$ cat config.mk
export PLATFORM = sky130hd
export DESIGN_NAME = bus_arbiter
export DESIGN_NICKNAME = d
export VERILOG_FILES = /design/src/rtl/bus_arbiter_pkg.sv /design/src/rtl/bus_arbiter_master_mux.sv /design/src/rtl/bus_arbiter.sv
export SDC_FILE = /design/constraint.sdc
export NUM_CORES = 1
export LEC_CHECK = 0
export CAP_MARGIN = 20
export CORE_AREA = 3 3 129 131
export CTS_CLUSTER_DIAMETER = 50
export CTS_CLUSTER_SIZE = 25
export DETAILED_ROUTE_END_ITERATION = 7
export DIE_AREA = 0 0 132 134
export PLACE_DENSITY = 0.57
export SYNTH_ARGS = -nofsm -noshare
export SYNTH_HDL_FRONTEND = slang
export SYNTH_SLANG_ARGS = --single-unit
$ cat constraint.sdc
create_clock -name clk -period 2.33 [get_ports clk]
set_clock_uncertainty 0.2 [all_clocks]
set_input_delay 0.5825 -clock clk [delete_from_list [all_inputs] [get_ports clk]]
set_output_delay 0.5825 -clock clk [all_outputs]
set_load 0.005 [all_outputs]
$ cat src/rtl/bus_arbiter_pkg.sv
// Shared bus definitions: master count, owner index type, arbiter state
// codes, active-low enable levels, read/write encoding and the round-robin
// pick helper used by the arbiter.
package bus_arbiter_pkg;

  localparam int BUS_MASTER_CH = 4;
  localparam int WORD_ADDR_W   = 30;
  localparam int WORD_DATA_W   = 32;

  typedef logic [1:0] bus_owner_t;

  localparam bus_owner_t BUS_MASTER_0 = 2'd0;
  localparam bus_owner_t BUS_MASTER_1 = 2'd1;
  localparam bus_owner_t BUS_MASTER_2 = 2'd2;
  localparam bus_owner_t BUS_MASTER_3 = 2'd3;

  typedef enum logic {
    BUS_ARB_STATE_IDLE  = 1'b0,
    BUS_ARB_STATE_GRANT = 1'b1
  } arb_state_e;

  // Active-low enable levels and the rw encoding shared with the masters.
  localparam logic ENABLE_  = 1'b0;
  localparam logic DISABLE_ = 1'b1;
  localparam logic READ     = 1'b1;
  localparam logic WRITE    = 1'b0;

  typedef struct packed {
    logic       found;
    bus_owner_t owner;
  } rr_pick_t;

  // Search active-high requests starting one past `last`, wrapping mod 4.
  // `last` itself is visited last, so the previous owner has lowest priority.
  function automatic rr_pick_t rr_pick(input logic [BUS_MASTER_CH-1:0] req,
                                       input bus_owner_t last);
    rr_pick_t   r;
    bus_owner_t idx;
    r.found = 1'b0;
    r.owner = last;
    for (int i = 1; i <= BUS_MASTER_CH; i++) begin
      idx = last + bus_owner_t'(i);
      if (!r.found && req[idx]) begin
        r.found = 1'b1;
        r.owner = idx;
      end
    end
    return r;
  endfunction

  // Active-low one-cold grant vector for a given owner.
  function automatic logic [BUS_MASTER_CH-1:0] grant_vec(input bus_owner_t owner);
    logic [BUS_MASTER_CH-1:0] g;
    g = '1;
    g[owner] = ENABLE_;
    return g;
  endfunction

endpackage

$ cat src/rtl/bus_arbiter_master_mux.sv
// Combinational 4:1 steering of the owning master's address, strobe,
// read/write and write data onto the shared bus; idle defaults when no
// grant is active.
module bus_master_mux
  import bus_arbiter_pkg::*;
#(
  parameter int ADDR_W = WORD_ADDR_W,
  parameter int DATA_W = WORD_DATA_W
) (
  input  logic                              grant_active_i,
  input  bus_owner_t                        owner_i,
  input  logic [BUS_MASTER_CH*ADDR_W-1:0]   m_addr_i,
  input  logic [BUS_MASTER_CH-1:0]          m_as_n_i,
  input  logic [BUS_MASTER_CH-1:0]          m_rw_i,
  input  logic [BUS_MASTER_CH*DATA_W-1:0]   m_wr_data_i,
  output logic [ADDR_W-1:0]                 bus_addr_o,
  output logic                              bus_as_n_o,
  output logic                              bus_rw_o,
  output logic [DATA_W-1:0]                 bus_wr_data_o
);

  // Select the owner's signals; non-owner strobes never reach the bus.
  always_comb begin
    bus_addr_o    = '0;
    bus_as_n_o    = DISABLE_;
    bus_rw_o      = READ;
    bus_wr_data_o = '0;
    if (grant_active_i) begin
      bus_addr_o    = m_addr_i[int'(owner_i)*ADDR_W +: ADDR_W];
      bus_as_n_o    = m_as_n_i[owner_i];
      bus_rw_o      = m_rw_i[owner_i];
      bus_wr_data_o = m_wr_data_i[int'(owner_i)*DATA_W +: DATA_W];
    end
  end

endmodule

$ cat src/rtl/bus_arbiter.sv
// Round-robin bus arbiter: grants one master at a time, holds the grant
// until the owner drops its request, hands over with zero dead cycles and
// steers the owner's bus signals through bus_master_mux.
module bus_arbiter
  import bus_arbiter_pkg::*;
#(
  parameter int MASTER_CH = BUS_MASTER_CH,
  parameter int ADDR_W    = WORD_ADDR_W,
  parameter int DATA_W    = WORD_DATA_W
) (
  input  logic                          clk,
  input  logic                          reset,
  input  logic [MASTER_CH-1:0]          m_req_,
  output logic [MASTER_CH-1:0]          m_grnt_,
  input  logic [MASTER_CH*ADDR_W-1:0]   m_addr,
  input  logic [MASTER_CH-1:0]          m_as_,
  input  logic [MASTER_CH-1:0]          m_rw,
  input  logic [MASTER_CH*DATA_W-1:0]   m_wr_data,
  output logic [ADDR_W-1:0]             bus_addr,
  output logic                          bus_as_,
  output logic                          bus_rw,
  output logic [DATA_W-1:0]             bus_wr_data,
  output bus_owner_t                    bus_owner,
  output logic                          bus_busy
);

  arb_state_e               state_q, state_d;
  bus_owner_t               owner_q, owner_d;
  logic [MASTER_CH-1:0]     grnt_q,  grnt_d;
  rr_pick_t                 pick;

  // State, owner and grant registers; reset leaves master 3 as last owner
  // so master 0 wins first.
  always_ff @(posedge clk) begin
    if (reset) begin
      state_q <= BUS_ARB_STATE_IDLE;
      owner_q <= BUS_MASTER_3;
      grnt_q  <= '1;
    end else begin
      state_q <= state_d;
      owner_q <= owner_d;
      grnt_q  <= grnt_d;
    end
  end

  // Next-state logic: grant from IDLE, hold while the owner requests, and on
  // release either hand over on the same edge or fall back to IDLE.
  always_comb begin
    state_d = state_q;
    owner_d = owner_q;
    grnt_d  = grnt_q;
    pick    = rr_pick(~m_req_, owner_q);
    case (state_q)
      BUS_ARB_STATE_IDLE: begin
        if (pick.found) begin
          state_d = BUS_ARB_STATE_GRANT;
          owner_d = pick.owner;
          grnt_d  = grant_vec(pick.owner);
        end
      end
      BUS_ARB_STATE_GRANT: begin
        // The owner's own request is high here, so it cannot be re-picked.
        if (m_req_[owner_q] != ENABLE_) begin
          if (pick.found) begin
            owner_d = pick.owner;
            grnt_d  = grant_vec(pick.owner);
          end else begin
            state_d = BUS_ARB_STATE_IDLE;
            grnt_d  = '1;
          end
        end
      end
    endcase
  end

  assign m_grnt_   = grnt_q;
  assign bus_owner = owner_q;
  assign bus_busy  = (state_q == BUS_ARB_STATE_GRANT);

  bus_master_mux #(
    .ADDR_W (ADDR_W),
    .DATA_W (DATA_W)
  ) u_mux (
    .grant_active_i (bus_busy),
    .owner_i        (owner_q),
    .m_addr_i       (m_addr),
    .m_as_n_i       (m_as_),
    .m_rw_i         (m_rw),
    .m_wr_data_i    (m_wr_data),
    .bus_addr_o     (bus_addr),
    .bus_as_n_o     (bus_as_),
    .bus_rw_o       (bus_rw),
    .bus_wr_data_o  (bus_wr_data)
  );

endmodule

### Cells colored by class

The bar under the picture is 50 um long.
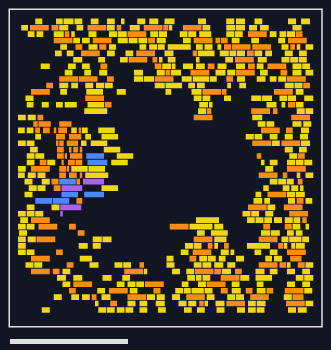
all other logic: marked orange, cells 161. other buffers and delay cells: marked yellow, cells 390. flip-flops: marked blue, cells 7. clock drivers and dummy loads: marked purple, cells 4.

### Logic cells by family

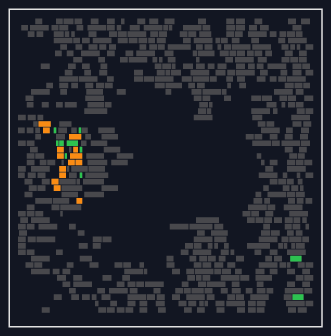
NAND gates: marked green, cells 10, most used nand2_1. inverting AOI/OAI gates: marked orange, cells 14, most used a2bb2oi_1, where left middle.

### Clock network drawn from the DEF

The bar under the picture is 50 um long.
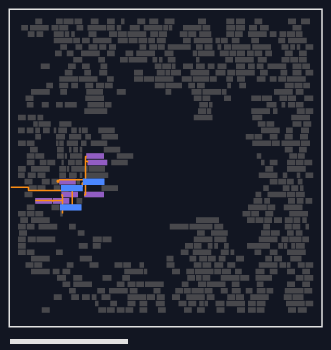
clock wires: marked orange, length 110 um. cells driving clock nets: marked blue, count 3. flip-flops: marked purple, count 7.
There are 4 routed clock nets. Position of the flops: left middle.
Clk pwr share: 9.9%
clk latency late pin: 0.23 ns
Clock Power: 288 uW

### Placement view

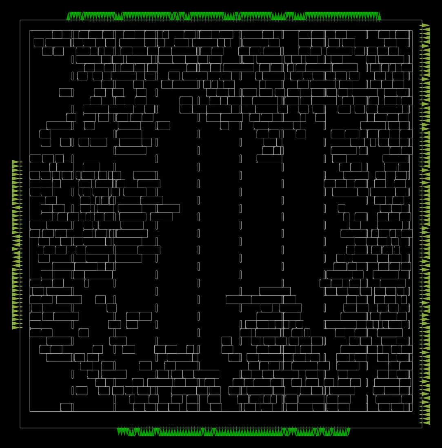
Finished Core Util: 43.5%
core area: 15700 um^2
sequential share of cell area: 2.18%

==> results.yml <==
# generated from flow reports
place:
  routabilityCongestion: 0.798
  place_ws_ns: -0.590
clocking:
  clk_pin_slew_ns: 0.04
  cts_hold_buf: 0
grt:
  grt_max_degree: 35
routing:
  drt_pass1_iterations: 4
  dr_wl_met3_mm: 1.07
  drt_wl_total_mm: 15.2
timing:
  min_period_ns: 2.60
  setup_viol: 64
  setup_ws_ns: -0.270
synthesis:
  synth_xor_xnor_area_share_pct: 0
  synth_cells: 191
  edf_count: 0
run_status:
  status: "finished, violations left"
  violations: "setup timing"
setup_path:
  crit_chain: "buf_12 -> buf_12 -> buf_16 -> buf_6 -> mux4_2 -> and2_4 -> buf_6"
  worstPathArrival_ns: 1.82
  max_stage_delay_ns: 0.49
power_and_ir_drop:
  sw_frac_of_total_pct: 28.2
floorplanning:
  chipWidth_um: 132
layout:
  logic_gate_count: 160
job:
  maxCapViolCount: 0
## how the worst max path moves through the flow
stage | from | end | slack (ns) | cells after the start
5_1_grt | bus_owner[0]$_SDFFE_PP1P_ | bus_wr_data[23] | -0.33 | 7
4_1_cts | bus_owner[0]$_SDFFE_PP1P_ | bus_addr[3] | -0.34 | 8
3_5_place_dp | m_wr_data[27] | bus_wr_data[27] | -0.59 | 4
2_1_floorplan | bus_owner[0]$_SDFFE_PP1P_ | bus_addr[10] | 0.23 | 4
6_report | bus_owner[0]$_SDFFE_PP1P_ | bus_addr[23] | -0.27 | 7
3_3_place_gp | m_wr_data[27] | bus_wr_data[27] | -0.58 | 4
## repair_timing
action,CTS,global route
endpoints found under the hold margin,0,0
endpoints found under the setup margin,64,64
pin swaps,58,1
cloned,5,0
buffers inserted,40,5
resized,402,54
Power figures rest on the tool's default switching activity, not on a simulated workload.
